--- config.mk ---
export PLATFORM = sky130hd
export DESIGN_NAME = branch_predictor_ctrl
export DESIGN_NICKNAME = d
export VERILOG_FILES = /design/src/rtl/bp_pkg.sv /design/src/rtl/bp_resolve_fifo.sv /design/src/rtl/branch_predictor_ctrl.sv
export SDC_FILE = /design/constraint.sdc
export NUM_CORES = 1
export LEC_CHECK = 0
export ABC_CLOCK_PERIOD_IN_PS = 4000
export CAP_MARGIN = 10
export CORE_ASPECT_RATIO = 2
export CORE_MARGIN = 5
export CORE_UTILIZATION = 40
export CTS_CLUSTER_SIZE = 28
export DETAILED_ROUTE_END_ITERATION = 10
export HOLD_SLACK_MARGIN = 0.12
export PLACE_DENSITY = 0.67
export SLEW_MARGIN = 40
export SYNTH_ARGS = -nofsm -noshare
export SYNTH_HDL_FRONTEND = slang
export SYNTH_HIERARCHICAL = 1
export SYNTH_SLANG_ARGS = --single-unit
--- constraint.sdc ---
create_clock -name clk_i -period 4 [get_ports clk_i]
set_input_delay 0.8 -clock clk_i [delete_from_list [all_inputs] [get_ports clk_i]]
set_output_delay 0.8 -clock clk_i [all_outputs]
set_load 0.05 [all_outputs]
--- src/rtl/bp_pkg.sv ---
// bp_pkg: shared definitions for the branch predictor control slice.
//   - 2-bit counter encodings for the branch history table
//   - controller FSM state encoding
//   - sat2(): 2-bit saturating counter update
package bp_pkg;

  localparam logic [1:0] STRONGLY_NOT_TAKEN = 2'b00;
  localparam logic [1:0] WEAKLY_NOT_TAKEN   = 2'b01;
  localparam logic [1:0] WEAKLY_TAKEN       = 2'b10;
  localparam logic [1:0] STRONGLY_TAKEN     = 2'b11;

  typedef enum logic [1:0] {
    INIT   = 2'd0,
    IDLE   = 2'd1,
    UPDATE = 2'd2
  } bp_state_e;

  // Move the counter one step toward the resolved direction, holding at the ends.
  function automatic logic [1:0] sat2(input logic [1:0] cnt, input logic taken);
    logic [1:0] res;
    if (taken) begin
      res = (cnt == STRONGLY_TAKEN) ? cnt : cnt + 2'd1;
    end else begin
      res = (cnt == STRONGLY_NOT_TAKEN) ? cnt : cnt - 2'd1;
    end
    return res;
  endfunction

endpackage

--- src/rtl/bp_resolve_fifo.sv ---
// bp_resolve_fifo: synchronous FIFO holding branch resolutions until the
// single table write port is free.
// Ports:
//   i_clk, i_rst        clock, synchronous active-high reset (empties FIFO)
//   i_push, i_data      write request / data (ignored when full)
//   i_pop               read request (ignored when empty)
//   o_data              head entry, combinational from storage
//   o_full, o_empty     flags derived from the registered count
//   o_count             number of stored entries, log2(DEPTH)+1 bits
module bp_resolve_fifo #(
  parameter int DATA_W = 8,
  parameter int DEPTH  = 4,
  localparam int PTR_W = $clog2(DEPTH),
  localparam int CNT_W = PTR_W + 1
) (
  input  logic              i_clk,
  input  logic              i_rst,
  input  logic              i_push,
  input  logic [DATA_W-1:0] i_data,
  input  logic              i_pop,
  output logic [DATA_W-1:0] o_data,
  output logic              o_full,
  output logic              o_empty,
  output logic [CNT_W-1:0]  o_count
);

  logic [DATA_W-1:0] r_mem [DEPTH];
  logic [PTR_W-1:0]  r_wr_ptr;
  logic [PTR_W-1:0]  r_rd_ptr;
  logic [CNT_W-1:0]  r_count;
  logic              w_push;
  logic              w_pop;

  assign o_full  = (r_count == CNT_W'(DEPTH));
  assign o_empty = (r_count == '0);
  assign o_count = r_count;
  assign o_data  = r_mem[r_rd_ptr];

  // A full FIFO refuses a push even when a pop happens in the same cycle.
  assign w_push = i_push && !o_full;
  assign w_pop  = i_pop && !o_empty;

  // Storage needs no reset; validity is tracked by the pointers and count.
  always_ff @(posedge i_clk) begin
    if (w_push) begin
      r_mem[r_wr_ptr] <= i_data;
    end
  end

  // DEPTH is a power of two, so the pointers wrap on their own.
  always_ff @(posedge i_clk) begin
    if (i_rst) begin
      r_wr_ptr <= '0;
      r_rd_ptr <= '0;
      r_count  <= '0;
    end else begin
      if (w_push) begin
        r_wr_ptr <= r_wr_ptr + PTR_W'(1);
      end
      if (w_pop) begin
        r_rd_ptr <= r_rd_ptr + PTR_W'(1);
      end
      case ({w_push, w_pop})
        2'b10:   r_count <= r_count + CNT_W'(1);
        2'b01:   r_count <= r_count - CNT_W'(1);
        default: r_count <= r_count;
      endcase
    end
  end

endmodule

--- src/rtl/branch_predictor_ctrl.sv ---
// branch_predictor_ctrl: sequencer for the 2-bit BHT and the BTB.
// After reset it clears the table one entry per cycle, then drains queued EX
// branch resolutions into saturating counter updates and BTB target writes
// through a single write port. It also produces the registered mispredict
// redirect toward IF.
// Ports:
//   clk_i, rst_i            clock, synchronous active-high reset
//   ex_*_i                  EX-stage branch resolution inputs
//   stall_o                 resolution FIFO full; EX must hold its inputs
//   init_done_o             table clear walk finished
//   tbl_we_o/idx_o/wdata_o  BHT write port (idx also addresses the read)
//   tbl_rdata_i             BHT counter at tbl_idx_o, combinational
//   btb_we_o, btb_tgt_o     BTB write port (same index as the BHT)
//   mispredict_o            one-cycle pulse, prediction was wrong
//   redirect_pc_o           correct fetch PC while mispredict_o is high
module branch_predictor_ctrl
  import bp_pkg::*;
#(
  parameter int IDX_W = 10,
  parameter int DEPTH = 4
) (
  input  logic             clk_i,
  input  logic             rst_i,
  input  logic             ex_valid_i,
  input  logic             ex_is_branch_i,
  input  logic [31:0]      ex_pc_i,
  input  logic             ex_taken_i,
  input  logic             ex_pred_taken_i,
  input  logic [31:0]      ex_target_i,
  output logic             stall_o,
  output logic             init_done_o,
  output logic             tbl_we_o,
  output logic [IDX_W-1:0] tbl_idx_o,
  input  logic [1:0]       tbl_rdata_i,
  output logic [1:0]       tbl_wdata_o,
  output logic             btb_we_o,
  output logic [31:0]      btb_tgt_o,
  output logic             mispredict_o,
  output logic [31:0]      redirect_pc_o
);

  localparam int ENT_W = IDX_W + 1 + 32;
  localparam int CNT_W = $clog2(DEPTH) + 1;

  bp_state_e        r_state;
  bp_state_e        w_state_next;
  logic [IDX_W-1:0] r_walk_idx;
  logic             r_init_done;
  logic             r_mispredict;
  logic [31:0]      r_redirect_pc;

  logic             w_enq;
  logic             w_deq;
  logic             w_full;
  logic             w_empty;
  logic [CNT_W-1:0] w_count;
  logic [ENT_W-1:0] w_enq_data;
  logic [ENT_W-1:0] w_head;
  logic [IDX_W-1:0] w_head_idx;
  logic             w_head_taken;
  logic [31:0]      w_head_tgt;
  logic             w_walk_last;
  logic             w_mp_fire;

  // FIFO entry layout: {index, taken, target}
  assign w_enq_data   = {ex_pc_i[IDX_W+1:2], ex_taken_i, ex_target_i};
  assign w_head_idx   = w_head[ENT_W-1 -: IDX_W];
  assign w_head_taken = w_head[32];
  assign w_head_tgt   = w_head[31:0];

  assign w_enq       = ex_valid_i && ex_is_branch_i && !w_full;
  assign w_deq       = (r_state != INIT) && !w_empty;
  assign w_walk_last = (r_walk_idx == {IDX_W{1'b1}});
  assign w_mp_fire   = ex_valid_i && ex_is_branch_i && (ex_taken_i != ex_pred_taken_i);

  assign stall_o       = w_full;
  assign init_done_o   = r_init_done;
  assign mispredict_o  = r_mispredict;
  assign redirect_pc_o = r_redirect_pc;

  bp_resolve_fifo #(
    .DATA_W (ENT_W),
    .DEPTH  (DEPTH)
  ) u_fifo (
    .i_clk   (clk_i),
    .i_rst   (rst_i),
    .i_push  (w_enq),
    .i_data  (w_enq_data),
    .i_pop   (w_deq),
    .o_data  (w_head),
    .o_full  (w_full),
    .o_empty (w_empty),
    .o_count (w_count)
  );

  always_ff @(posedge clk_i) begin
    if (rst_i) begin
      r_state       <= INIT;
      r_walk_idx    <= '0;
      r_init_done   <= 1'b0;
      r_mispredict  <= 1'b0;
      r_redirect_pc <= '0;
    end else begin
      r_state <= w_state_next;
      if (r_state == INIT) begin
        r_walk_idx <= r_walk_idx + IDX_W'(1);
        if (w_walk_last) begin
          r_init_done <= 1'b1;
        end
      end
      r_mispredict <= w_mp_fire;
      if (w_mp_fire) begin
        r_redirect_pc <= ex_taken_i ? ex_target_i : ex_pc_i + 32'd4;
      end
    end
  end

  // Next state plus the table write port. UPDATE marks that the FIFO will
  // hold an entry next cycle; draining itself only depends on "not INIT".
  // Write enables are held low while reset is asserted so a long reset does
  // not keep rewriting entry 0.
  always_comb begin
    w_state_next = r_state;
    tbl_we_o     = 1'b0;
    tbl_idx_o    = '0;
    tbl_wdata_o  = STRONGLY_NOT_TAKEN;
    btb_we_o     = 1'b0;
    btb_tgt_o    = '0;

    case (r_state)
      INIT: begin
        if (w_walk_last) begin
          w_state_next = IDLE;
        end
      end
      IDLE, UPDATE: begin
        w_state_next = (w_enq || (w_count > CNT_W'(1))) ? UPDATE : IDLE;
      end
      default: w_state_next = INIT;
    endcase

    if (!rst_i) begin
      if (r_state == INIT) begin
        tbl_we_o  = 1'b1;
        tbl_idx_o = r_walk_idx;
      end else if (w_deq) begin
        // The table is write-first, so back-to-back entries on one index
        // see the value written on the previous edge.
        tbl_we_o    = 1'b1;
        tbl_idx_o   = w_head_idx;
        tbl_wdata_o = sat2(tbl_rdata_i, w_head_taken);
        btb_we_o    = w_head_taken;
        btb_tgt_o   = w_head_tgt;
      end
    end
  end

endmodule

==> results.txt <==
Summary of implementation figures.

Critical path
The maximum fanout along the worst path is 13. The stage delay of the slowest cell on the critical path is between 0.7 and 0.8 ns. STA classifies the critical path startpoint as a register. Data arrives at the worst endpoint at between 2 and 3 ns. The worst setup path is captured at a primary output. Looking at the critical path, the single cell with the biggest stage delay is sky130_fd_sc_hd__clkdlybuf4s50_1. The type of the worst setup path is register to primary output. The timing report attributes the biggest portion of critical-path delay to buffers and inverters. The number of buffers and inverters on the critical path is 1.

Power
The share of total power dissipated in combinational logic is 10.4%. The relative contribution of the clock network to total power is a little over a third. The sequential cell fraction of total power is ~54%. The net switching share of the total power is 23.1%.

The internal power summed over all cells is around 3.8 mW.

Synth
The commonest register cell after synthesis is sky130_fd_sc_hd__edfxtp_1. Grouping non-sequential cells by family puts the most area in simple AND/OR/NAND/NOR gates. The total cells reported by yosys after synthesis is approximately 670. The count of state elements after synthesis is around 230. For reference, simple AND, OR, NAND and NOR cells occupy 11.5% of the area reported after synthesis. In the synthesized netlist, the cells that appear most often are 172 x sky130_fd_sc_hd__edfxtp_1, 55 x sky130_fd_sc_hd__dfxtp_1, 46 x sky130_fd_sc_hd__nor2_1, 40 x sky130_fd_sc_hd__mux4_2, 39 x sky130_fd_sc_hd__and2_1.

The count of library flops with an enable pin is 172. Synthesis produced a netlist with a net count of around 750. The fraction of synthesized area in multiplexers is approximately a tenth. For this run, the number of Yosys warnings is 6. The cell area after synthesis is just under 0.01 sq mm. By area the synthesized netlist is led by sky130_fd_sc_hd__edfxtp_1 53%, sky130_fd_sc_hd__dfxtp_1 11%, sky130_fd_sc_hd__mux4_2 9.2%. The synthesized area divided by synthesized cell count is between 10 and 15 sq um.

For this run, the chip area from Yosys synthesis comes to slightly below 0.01 sq mm.

Finish
Cells fill between 50% and 60% of the core in the end. The area overhead of the layout relative to synthesis is 28.6%. After filler insertion, the fill cell instance count of the layout stands at roughly 2100.

Per the layout area report, the combinational gate area comes to about 0.0033 sq mm. After layout, the inverter instance count without clock inverters stands at 19. The combined flip-flop and latch cell area is around 0.0063 sq mm. Ranked by total area, the top cell class in this layout is flip-flops and latches. The share of layout cells above drive strength 1 is 17.9%. Sequential cells placed in the final layout were counted as between 200 and 250.

The number of multi-input combinational cells in the layout is ~400. Per the layout area report, the sequential fraction of cell area is about half. The relative area of non-clock buffer cells in the final design is between 15 and 20%.

By instance count after routing, the leading logic cell types are 172 x sky130_fd_sc_hd__edfxtp_1, 116 x sky130_fd_sc_hd__clkdlybuf4s50_1, 53 x sky130_fd_sc_hd__dfxtp_1.

STA
The worst-case max-slew headroom was logged as 54.9%. The transition time at the pin with the least slew margin is 0.676 ns. The number of slew-limit violations in the final report is 0. The peak clock frequency supported by timing is a little under 300 MHz. Setup repair after global routing left no endpoint under its margin. The shortest clock period the worst path allows after layout is 3.47 ns.

The post-route worst hold slack is approximately 0.47 ns. The final timing report counts setup violations totalling 0. The maximum clock skew at final layout is 0.00845 ns. The period utilization is between 80% and 90%.

Worst hold path
The worst min-delay path category is register to register.

Detailed routing
The ratio of routed vias to standard cells is between 5 and 6. The residual DRC count is 0. The number of DRC markers in iteration 0 is around 330.

In the final routing, the length of wire on met1 measures 8960 um. The total number of vias is 6133. In this run the remaining antenna-violating nets after routing total 0.

Clock network
The tree is rooted in a sky130_fd_sc_hd__clkbuf_16. The CTS tree is built. For the worst-skew pair, the clock arrives at the later sink with an insertion delay of between 0.4 and 0.5 ns. The total number of clock tree sinks is 227. The clock passes through at most 3 buffers. The timing report gives the clock slew at the launch and capture registers of the worst setup and hold paths as approximately 0.070 ns. CTS added clock buffers totalling 19. After clock tree synthesis, the flow added hold-fix buffers numbering 0.

GRT
The peak-usage layer in the global routing report is met2. The met2 demand-to-capacity share in global routing is 33.2%. The via count of the first global-routing pass is between 6000 and 7000. The met3 demand-to-capacity share in global routing is ~2.6%. The first-pass GRT wire length is between 30000 and 40000 um. In the global route stage, met1 resource usage came out at 20.0%.

Run status
The flow ran to the end, and the final reports show no timing, DRC or antenna violations.

Floorplan
Row generation in the floorplan step produced roughly 81 rows. The number of tap instances is approximately 290. The chip width is approximately 120 um.

The floorplan utilization is just over 40%. The core footprint is about 0.024 sq mm.

Run
OpenROAD emitted warnings numbering 30.

Place
The placement summary gives the final routability congestion estimate as around 0.85. Input and output buffers added on the ports amount to between 150 and 200.
## through the flow
| stage | total power, mW | cell area, sq um | worst slack, ns | cells |
|---|---|---|---|---|
| 2_1_floorplan | 2.94 | 9810 | 0.610 | 671 |
| 3_3_place_gp | 3.19 | 12000 | 0.816 | 1096 |
| 3_5_place_dp | 3.19 | 12000 | 0.752 | 1096 |
| 4_1_cts | 4.94 | 12600 | 0.453 | 1129 |
| 5_1_grt | 5.06 | 12600 | 0.380 | 1131 |
| 6_report | 4.89 | 12600 | 0.534 | 1131 |
## power by group through the flow
stage                     clock network (mW)  registers, mW  logic [mW]
after floorplan                            0           2.73       0.215
after global placement                     0           2.68       0.508
after detailed placement                   0           2.68       0.513
after CTS                               1.80           2.63       0.515
after global routing                    1.88           2.63       0.546
final                                   1.75           2.63       0.510
## registers in the layout (all words and copies together) (netlist names), named ones only
register / count
r_state: 2
u_fifo/o_count: 3
r_walk_idx: 10
init_done_o: 1
redirect_pc_o: 32
mispredict_o: 1
u_fifo/r_wr_ptr: 2
u_fifo/r_rd_ptr: 2
u_fifo/r_mem: 172
## path summary, 6_finish.rpt
kind,endpoint,slack (ns),startpoint,depth (start not counted)
hold / removal,redirect_pc_o[4]$_SDFFE_PP0P_,0.47,redirect_pc_o[4]$_SDFFE_PP0P_,2
setup / recovery,tbl_idx_o[9],0.53,register,4
setup reg to reg,u_fifo/o_count[2]$_SDFFE_PP0P_,1.49,u_fifo/o_count[2]$_SDFFE_PP0P_,11
hold reg to reg,redirect_pc_o[4]$_SDFFE_PP0P_,0.47,redirect_pc_o[4]$_SDFFE_PP0P_,2
==> images/clock_wires.png <==
Scale: 1.5 px per um.
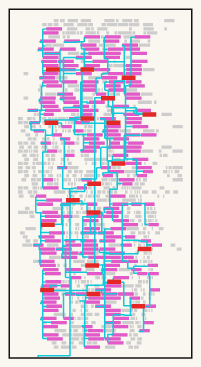
- flip-flops: magenta (count 227)
- clock wires: cyan (length 2510 um)
- clock-net drivers: red (count 19)
- routed clock nets: 20

==> images/layers.png <==
Scale: 3 px per um.
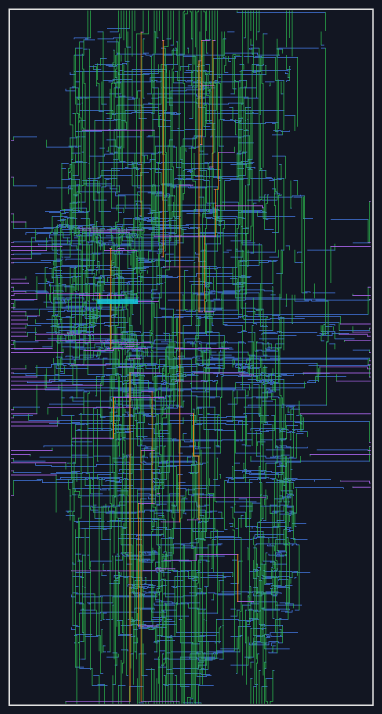
- M2: green (wire length 13800 um)
- M5: cyan (wire length 12.0 um)
- M3: purple (wire length 1110 um)
- M4: orange (wire length 834 um)
- M1: blue (wire length 8960 um)
GRT Overall Usage: 17.8%
Total Routed Length: 24700 um

==> images/gates.png <==
Scale: 1.5 px per um.
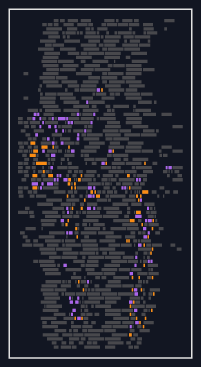
- nor cells: orange (cells 70)
- aoi and oai cells: purple (cells 88)
Comb/total area: 25.9%
most frequent logic cell in the layout: sky130_fd_sc_hd__edfxtp_1
non-filler instance count after layout: 1131

==> images/floorplan.png <==
Scale: 2 px per um. Pins as bars on the die edge.
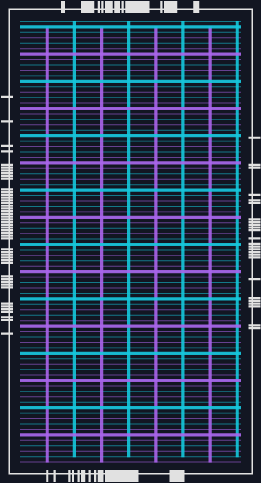
- VSS: purple
- VDD: cyan
- met1 rails: 82
- rows: 81
Peak VDD IR: 0.251 mV
die outline height: 231 um

Power figures rest on the tool's default switching activity, not on a simulated workload.
